## src/rtl/rat_pkg.sv

```systemverilog
// rat_pkg: shared types and widths for the rat-maze path playback stage.
package rat_pkg;
  localparam int RAT_COORD_W = 4;
  localparam int RAT_CNT_W = 8;
  typedef enum logic [1:0] {RIGHT = 2'b00, DOWN = 2'b01, LEFT = 2'b10, UP = 2'b11} dir_t;
  typedef enum logic [2:0] {IDLE, POP, LOAD, EMIT, DONE, ERR} play_state_t;
endpackage

```

## src/rtl/rat_coord_step.sv

```systemverilog
// rat_coord_step: applies one direction code to (x, y); wraps modulo 2^W and flags leaving the maze.
module rat_coord_step
  import rat_pkg::*;
#(
  parameter int W = RAT_COORD_W
) (
  input  logic [W-1:0] x,
  input  logic [W-1:0] y,
  input  dir_t         dir,
  output logic [W-1:0] next_x,
  output logic [W-1:0] next_y,
  output logic         oob
);
  always_comb begin
    next_x = dir == RIGHT ? x + 1'b1 : dir == LEFT ? x - 1'b1 : x;
    next_y = dir == DOWN ? y + 1'b1 : dir == UP ? y - 1'b1 : y;
    oob = (dir == RIGHT && &x) || (dir == LEFT && ~|x) || (dir == DOWN && &y) || (dir == UP && ~|y);
  end
endmodule

```

## src/rtl/rat_path_player.sv

```systemverilog
// rat_path_player: drains the reversed-path stack into a valid/ready stream of absolute moves.
// Define RAT_PATH_BOUNDS_CHECK_EN to trap moves leaving the maze instead of wrapping.
module rat_path_player
  import rat_pkg::*;
#(
  parameter int COORD_W = RAT_COORD_W,
  parameter int CNT_W = RAT_CNT_W
) (
  input  logic               clk,
  input  logic               rst,
  input  logic               done_in,
  input  logic               run,
  input  logic [1:0]         stk_dout,
  input  logic               stk_empty,
  output logic               stk_pop,
  output logic               move_valid,
  input  logic               move_ready,
  output logic [1:0]         move_dir,
  output logic [COORD_W-1:0] move_x,
  output logic [COORD_W-1:0] move_y,
  output logic [CNT_W-1:0]   step_count,
  output logic               busy,
  output logic               path_done,
  output logic               err
);
  play_state_t        state_q, state_d;
  dir_t               dir_q, dir_d;
  logic [COORD_W-1:0] x_q, x_d, y_q, y_d, nx, ny;
  logic [CNT_W-1:0]   step_q, step_d;
  logic               pop_q, pop_d, valid_q, valid_d, busy_q, busy_d, done_q, done_d, err_q, err_d;
  logic               oob;

  rat_coord_step #(.W(COORD_W)) u_step (
    .x(x_q), .y(y_q), .dir(dir_t'(stk_dout)), .next_x(nx), .next_y(ny), .oob(oob)
  );

  always_comb begin
    state_d = state_q;
    dir_d = dir_q;
    x_d = x_q;
    y_d = y_q;
    step_d = step_q;
    case (state_q)
      IDLE: if (done_in && run) begin
        x_d = '0;
        y_d = '0;
        step_d = '0;
        state_d = stk_empty ? DONE : POP;
      end
      POP: state_d = LOAD;
      LOAD: begin
        dir_d = dir_t'(stk_dout);
        x_d = nx;
        y_d = ny;
        state_d = EMIT;
`ifdef RAT_PATH_BOUNDS_CHECK_EN
        if (oob) begin
          x_d = x_q;
          y_d = y_q;
          state_d = ERR;
        end
`endif
      end
      EMIT: if (move_ready) begin
        step_d = &step_q ? step_q : step_q + 1'b1;
        state_d = stk_empty ? DONE : POP;
      end
      DONE: if (!run) state_d = IDLE;
      default: state_d = state_q;
    endcase
    pop_d = state_d == POP;
    valid_d = state_d == EMIT;
    busy_d = state_d == POP || state_d == LOAD || state_d == EMIT;
    done_d = state_d == DONE;
    err_d = state_d == ERR;
  end

  always_ff @(posedge clk or negedge rst) begin
    if (!rst) begin
      state_q <= IDLE;
      dir_q <= RIGHT;
      x_q <= '0;
      y_q <= '0;
      step_q <= '0;
      pop_q <= 1'b0;
      valid_q <= 1'b0;
      busy_q <= 1'b0;
      done_q <= 1'b0;
      err_q <= 1'b0;
    end else begin
      state_q <= state_d;
      dir_q <= dir_d;
      x_q <= x_d;
      y_q <= y_d;
      step_q <= step_d;
      pop_q <= pop_d;
      valid_q <= valid_d;
      busy_q <= busy_d;
      done_q <= done_d;
      err_q <= err_d;
    end
  end

  assign stk_pop = pop_q;
  assign move_valid = valid_q;
  assign move_dir = dir_q;
  assign move_x = x_q;
  assign move_y = y_q;
  assign step_count = step_q;
  assign busy = busy_q;
  assign path_done = done_q;
`ifdef RAT_PATH_BOUNDS_CHECK_EN
  assign err = err_q;
`else
  logic unused_flags;
  assign unused_flags = oob ^ err_q;
  assign err = 1'b0;
`endif
endmodule

```

## config.mk

```make
export PLATFORM = sky130hd
export DESIGN_NAME = rat_path_player
export DESIGN_NICKNAME = d
export VERILOG_FILES = /design/src/rtl/rat_pkg.sv /design/src/rtl/rat_coord_step.sv /design/src/rtl/rat_path_player.sv
export SDC_FILE = /design/constraint.sdc
export NUM_CORES = 1
export LEC_CHECK = 0
export CAP_MARGIN = 15
export CELL_PAD_IN_SITES_DETAIL_PLACEMENT = 0
export CELL_PAD_IN_SITES_GLOBAL_PLACEMENT = 1
export CORE_MARGIN = 3
export CORE_UTILIZATION = 41
export DETAILED_ROUTE_END_ITERATION = 8
export GPL_ROUTABILITY_DRIVEN = 0
export GPL_TIMING_DRIVEN = 0
export PLACE_DENSITY = 0.9
export SYNTH_ARGS = -nofsm -noshare
export SYNTH_HDL_FRONTEND = slang
export SYNTH_SLANG_ARGS = --single-unit
```

## constraint.sdc

```tcl
create_clock -name clk -period 3.8 [get_ports clk]
set_input_delay 1.14 -clock clk [delete_from_list [all_inputs] [get_ports clk]]
set_output_delay 1.14 -clock clk [all_outputs]
set_load 0.01 [all_outputs]
```

==> run_1/layer_met2.png <==
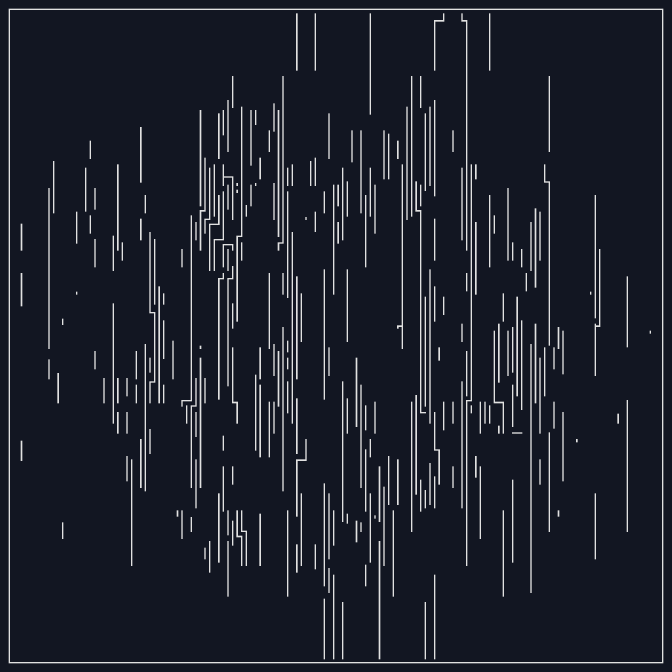
- wire length on this layer: 1,490 µm
- share of all routed wire: 48%
- main direction: vertical

==> run_1/cell_density.png <==
7 x 7 tiles, from white (low) to dark blue (high), 0 to 100% covered.
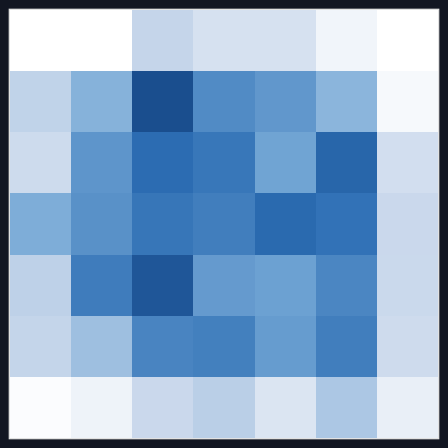
- densest ninth of the die: center
- emptiest ninth of the die: north-east
- fullest tile: 88%
- mean over tiles: 42%
- tiles over 75% full: 10%
Pre-Place Util: 45.1%
Placeable Area: 3200 µm²

==> changes_impl.md, run 1 <==
## Implementation

- Outcome: complete, no violations
- Post-CTS Setup Bufs: 0
- Die width: 65.3 µm
- Final wirelength: 3.13 mm
- P&R area growth vs syn: 27.6%
- Post-synthesis sequential area ratio: 43.3%
- Dominant synthesized flop cell: dfrtp_1
- H-tree levels: 1
- Multiplexer share: 2.86%
- Worst path buffer plus inverter count: 1
- Average cell area after synthesis: 9.63 µm²
- Vias: 1,224
- Async SR Flop Fraction: 100%
- Critical path's slowest cell: clkdlybuf4s50_1
- Number of diodes: 0
- CTS tree: built
- Commonest cells in the netlist: dfrtp_1 (25), nand2_1 (16), nor2_1 (13)
- Placed Area: 1820 µm²
- Die Y: 65.3 µm
- Mapped Cells: 150
- Post-Syn Area: 1440 µm²
- Top-count cell post-synth: dfrtp_1
- Worst Path Max Fanout: 5
- Top delay family on crit path: AND-OR/OR-AND gates
- VDD IR-drop max: 0.374 mV
- First-pass GRT wire length: 5.40 mm
- Peak Freq: 0.362 GHz
- Slew Viols, Final: 0
- Worst reg-to-reg setup slack: 2.16 ns
- Min Tclk post-route: 2.76 ns
- Clk_lat worst skew: 0.33 ns
- Initial DRC count: 71
- Switching part of the total: 39.5%
- IO Pins: 31
- Clock Tree Root: clkbuf_4
- Design area: 1840 µm²
- Drt drc: 0
- Worst setup margin: 1.04 ns
- Power Dens Cells: 640 nW/µm²
- TNS Setup: 0 ns
- Fill cell count: 310
- Crit. End Element: flip-flop
- Crit path cell chain: clkdlybuf4s50_1 -> or2_2 -> ha_1 -> a21oi_1 -> nand3_1 -> a211o_1 -> o211ai_1
- GR Util All Layers: 16.0%
- Leak pwr: 0.783 nW
- Ratio of cells with drive above 1 in the final layout: 8.70%
- Yosys Chip Area: 1440 µm²
- DR pass1 iterations: 4
- Clock Tree Buf Depth: 2
- Num rows: 20
- Pin count of the biggest net entering global routing: 17
- Antenna violations before repair: 0
- Clock skew: 0.0129 ns
- GRT overflow: 0
- Comb pwr share: 51.1%
- Setup CP Type: input pin to flip-flop
- Place WS: 0.696 ns
- CP peak stage delay: 0.45 ns
- Tool Warnings: 26
- Crit path DAT: 3.01 ns
- Synth Area in Compound Gates: 15.0%
- RSZ-0062 raised after global routing: false
- Most common logic cell in the routed design: clkdlybuf4s50_1
- Yosys simple share: 23.4%
- Per-cell routed wire length: 13.7 µm
- # hold bufs at CTS: 0
- Clock power share: 10.2%
- Vias in the first global route: 1,161
- Most frequent cells in the layout: clkdlybuf4s50_1 (29), dfrtp_1 (25), nand2_1 (16), nor2_1 (13), inv_1 (11)
- Port buffer count: 29
- # Max-Cap Violations: 0
- Routed Antenna Nets: 0
- Top-area cell share: 43.3%
- Final core area utilization: 57.5%
- Max_slew headroom: 60.5%
- Worst Hold Class: flip-flop to flip-flop
==> run_1/wires.png <==
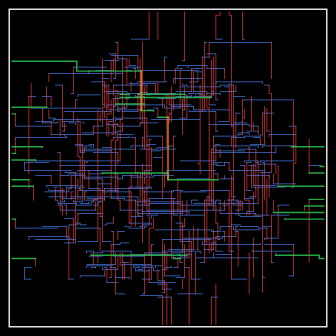
- metal 4: orange (wire length 21.1 µm)
- metal 1: blue (wire length 1,410 µm)
- metal 3: green (wire length 205 µm)
- metal 2: red (wire length 1,490 µm)

-- run 1: power by group through the flow --
| stage | Clock, W | Combinational (W) | Sequential, W |
|---|---|---|---|
| after floorplan | 0 | 0.000325 | 0.000484 |
| after detailed placement | 0 | 0.000608 | 0.000461 |
| after global routing | 0.000135 | 0.000672 | 0.000473 |
| after global placement | 0 | 0.000585 | 0.000453 |
| final | 0.000121 | 0.000603 | 0.000455 |
| after CTS | 0.000124 | 0.000610 | 0.000455 |
-- run 1: layout make-up --
class                           count  area (µm²)  area share [%]
Clock buffer                        4        26.3            1.43
Multi-Input combinational cell    107         737            40.0
Buffer                              7        40.0            2.17
Inverter                           11        41.3            2.24
Tap cell                           44        55.1            2.99
Sequential cell                    25         626            33.9
Timing Repair Buffer               30         318            17.2
-- run 1: through the flow --
step | hold WS, ns | std cells | total power [W]
2_1_floorplan | 0.508 | 150 | 0.000808
3_3_place_gp | 0.466 | 223 | 0.00104
3_5_place_dp | 0.488 | 224 | 0.00107
4_1_cts | 0.518 | 228 | 0.00119
5_1_grt | 0.550 | 228 | 0.00128
6_report | 0.504 | 228 | 0.00118
-- run 1: final timing paths --
kind	endpoint	startpoint	cells after the start
setup / recovery	move_x[3]	stk_dout[0]	7
hold / removal	move_dir[0]	move_dir[0]	2
setup reg to reg	step_count[6]	state_q[1]	5
hold reg to reg	move_dir[0]	move_dir[0]	2
max in group asynchronous	state_q[0]	rst	2
min in group asynchronous	state_q[1]	rst	1
-- run 1: layer usage --
metal	GRT usage [%]	up-vias	routed length, µm
met5	0	-	0
met4	2.33	0	21
li1	-	597	-
met2	26.2	35	1490
met1	21.5	588	1410
met3	4.62	4	204
-- run 1: registers in the layout (all words and copies together) (netlist names) --
name        cells
busy            1
move_valid      1
stk_pop         1
step_count      8
state_q         3
move_dir        2
move_x          4
move_y          4
path_done       1
==> inputs of run 2 (changes only) <==
--- a/config.mk
+++ b/config.mk
@@ -9,11 +9,11 @@
 export CELL_PAD_IN_SITES_DETAIL_PLACEMENT = 0
 export CELL_PAD_IN_SITES_GLOBAL_PLACEMENT = 1
 export CORE_MARGIN = 3
-export CORE_UTILIZATION = 41
+export CORE_UTILIZATION = 38
 export DETAILED_ROUTE_END_ITERATION = 8
 export GPL_ROUTABILITY_DRIVEN = 0
 export GPL_TIMING_DRIVEN = 0
-export PLACE_DENSITY = 0.9
+export PLACE_DENSITY = 0.85
 export SYNTH_ARGS = -nofsm -noshare
 export SYNTH_HDL_FRONTEND = slang
 export SYNTH_SLANG_ARGS = --single-unit
==> constraint.sdc (replaced) <==
create_clock -name clk -period 2.7 [get_ports clk]
set_input_delay 0.81 -clock clk [delete_from_list [all_inputs] [get_ports clk]]
set_output_delay 0.81 -clock clk [all_outputs]
set_load 0.01 [all_outputs]
==> run_2/layer_met2.png <==
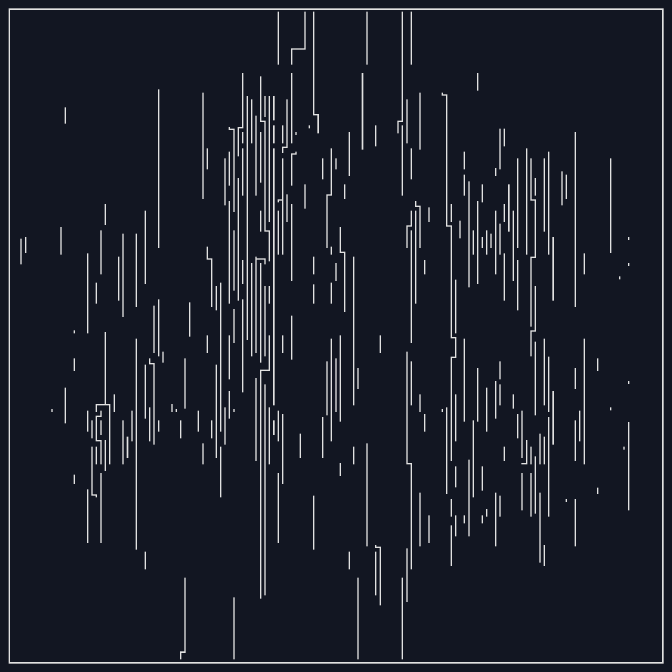
- longest straight run: 26.5 µm
- nets with wire on the layer: 172
vias: 1,206
met2 usage in global routing: 24.3%
final wirelength: 3.01 mm

==> run 2 against run 1 <==
Cell count grew 0.88%. Non-clock buffer count is the same. Core utilization shrank 4.1 points. First-iteration DRC count grew 7.0%. Synthesized cell count is the same. Sequential power grew 41%. Critical endpoint unchanged. Register-to-register slack lost 1.1 ns. Design area grew 1.4%. Global-route usage shrank 1.2 points. Sequential share of layout area shrank 0.45 points. Clock skew shrank 0.0039 ns.
==> changes_impl.md, run 2 <==
## Implementation

- Nets: 200
- Floorplan Nets: 165
- Peak Freq: 0.398 GHz
- Clock-pin slew on the worst setup and hold paths: 0.10 ns
- Final core area utilization: 53.5%
- Commonest cells in the netlist: dfrtp_1 (25), nand2_1 (16), nor2_1 (13)
- Number of diodes: 0
- Max_slew headroom: 62.6%
- Initial DRC count: 76
- Yosys Instances: 150
- Port buffer count: 29
- Clk sink count: 25
- Final Power: 0.00172 W
- Die width: 67.6 µm
- Num CTS Buffers: 3
- Fill cell count: 311
- # hold bufs at CTS: 0
- GRT overflow: 0
- H-tree levels: 1
- Setup Viol. Count Final: 0
- Pin count of the biggest net entering global routing: 26
- Met3 Use GR: 2.66%
- Pre-Place Util: 41.3%
- Gate Area: 737 µm²
- GR met1 Demand/Resource: 19.4%
- Average cell area after synthesis: 9.63 µm²
- Grt peak-use layer: met2
- Post-Syn Area: 1440 µm²
- Met2 wire length: 1.37 mm
- Top-count cell post-synth: dfrtp_1
- Post-layout period usage: 93.0%
- Hold WS: 0.489 ns
- Mapped Cells: 150
- Cell Type Count: 42
- R2R cell count: 5
- Met3 routed WL: 157 µm
- Vias in the first global route: 1,174
- IO Pins: 31
- Critical path's slowest cell: clkdlybuf4s50_1
- Setup CP Type: input pin to flip-flop
- DR top layer: met4
- Die Y: 67.6 µm
- Clk_lat worst skew: 0.28 ns
- CP peak stage delay: 0.48 ns
- End of the critical path: move_x[3]
- Antenna violations before repair: 0
- Num rows: 21
- Slew of the pin with the lowest slew margin: 0.558 ns
- GR Util All Layers: 14.8%
- Power Dens Cells: 919 nW/µm²
- Ratio of cells with drive above 1 in the final layout: 9.24%
- Beginning of the critical path: stk_dout[0]
- Routed Antenna Nets: 0
- Vias per inst: 5.24
- Top-area cell share: 43.3%
- Clock Tree Buf Depth: 2
- # Max-Cap Violations: 0
- Worst path buffer plus inverter count: 1
- Top delay family on crit path: AND-OR/OR-AND gates
- Worst Hold Class: flip-flop to flip-flop
- Most frequent cells in the layout: clkdlybuf4s50_1 (29), dfrtp_1 (25), nand2_1 (16), nor2_1 (13), inv_1 (11)
- Most common logic cell in the routed design: clkdlybuf4s50_1
- Post-CTS resize count: 0
- Hold Crit Endpoint: move_dir[0]
- CP startpoint kind: input pin
- Final hold violation count: 0
- Most area-hungry cell type in the Yosys netlist: dfrtp_1
- Min Tclk post-route: 2.51 ns
- P&R area growth vs syn: 29.4%
- Top cells by area: dfrtp_1 (43%), ha_1 (4.3%), nand2_1 (4.2%)
- Clock Tree Root: clkbuf_8
- Crit path DAT: 2.71 ns
- Post-CTS Setup Bufs: 0
- Max FFs per register: 8
- Yosys reg bits: 25
- Crit path DRT: 2.90 ns
- Async SR Flop Fraction: 100%
- Reg-to-reg endpoint: step_count[3]
- Yosys Chip Area: 1440 µm²
- Post-synth EDFFs: 0
- Clock skew: 0.00898 ns
- CTS tree: built
- Number of synthesis warnings: 0
- Crit. End Element: flip-flop
- Post-synthesis sequential area ratio: 43.3%
- Outcome: complete, no violations
- Dominant synthesized flop cell: dfrtp_1
- VDD IR-drop max: 0.369 mV
- Crit path cell chain: clkdlybuf4s50_1 -> or2_2 -> ha_1 -> a21oi_1 -> nand3_1 -> a211o_1 -> o211ai_1
- Worst reg-to-reg setup slack: 1.05 ns
- Hold Crit Start: move_dir[0]
- Worst Path Max Fanout: 5
- Slew Viols, Final: 0
- RR Startpoint: state_q[1]
- Register area: 626 µm²
- WL met1: 1.45 mm
- RSZ-0062 raised after global routing: false
- Per-cell routed wire length: 13.1 µm
- Placeable Area: 3490 µm²
- DR pass1 iterations: 4
- WP depth: 7
- Die Area: 4580 µm²
- Hold path depth: 2
- Placed wire-length estimate: 2.22 mm
- Leak pwr: 0.790 nW
- First-pass GRT wire length: 5.23 mm
- Tool Warnings: 26
- Drt drc: 0
==> run_2/cell_density.png <==
7 x 7 tiles, from white (low) to dark blue (high), 0 to 100% covered.
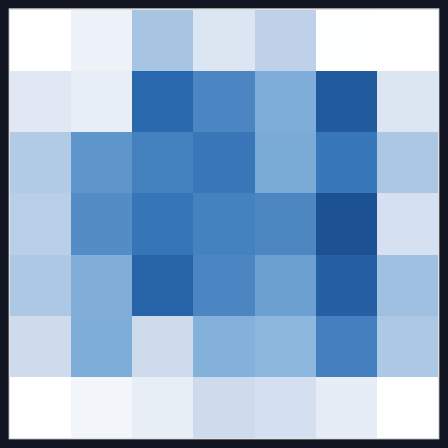
- nearly empty tiles: 10%
- fullest tile: 86%
- emptiest ninth of the die: north-west

run 2: cell counts after synthesis:
No cell type changed its count.
run 2: power breakdown:
| group | switching, W | internal [W] | total [W] |
|---|---|---|---|
| clock | 0.000128 | 0.000105 | 0.000232 |
| sequential | 0.000133 | 0.000510 | 0.000643 |
| combinational | 0.000405 | 0.000436 | 0.000841 |
| total | 0.000666 | 0.00105 | 0.00172 |
run 2: kinds of logic (layout without fill, tap and decap cells):
logic type | Yosys count | in the layout | synth area share (%)
AOI/OAI and AO/OA | 33 | 33 | 15.0
and+or+nand+nor | 58 | 58 | 23.4
buffers and inverters | 18 | 52 | 5.63
muxes | 4 | 4 | 2.86
xor gates and xnor gates | 4 | 4 | 2.43
adders and majority gates | 7 | 7 | 7.11
other | 1 | 1 | 0.260
DFF | 25 | 25 | 43.3
run 2: through the flow:
step / cells / cell area (µm²) / setup slack [ns] / TNS (ns)
6_report: 230 / 1870 / 0.188 / 0
5_1_grt: 230 / 1870 / 0.124 / 0
4_1_cts: 229 / 1840 / 0.184 / 0
3_5_place_dp: 225 / 1790 / -0.0984 / -0.0984
3_3_place_gp: 225 / 1790 / -0.0353 / -0.0353
2_1_floorplan: 150 / 1440 / 0.524 / 0
run 2: final cells by class:
| type | count | share of cell area [%] |
|---|---|---|
| Timing Repair Buffer | 30 | 17.0 |
| Sequential cell | 25 | 33.5 |
| Multi-Input combinational cell | 107 | 39.5 |
| Clock inverter | 1 | 0.402 |
| Buffer | 7 | 2.14 |
| Clock buffer | 3 | 2.21 |
| Inverter | 11 | 2.21 |
| Tap cell | 46 | 3.08 |
run 2: worst reg2reg max path: cells and delay by family, from the launching register on:
kind | cells | cell delay, ns
AOI/OAI and AO/OA | 2 | 0.35
DFF | 1 | 0.40
and+or+nand+nor | 2 | 0.49
buffers and inverters | 1 | 0.27
Power and IR drop assume default switching activity.
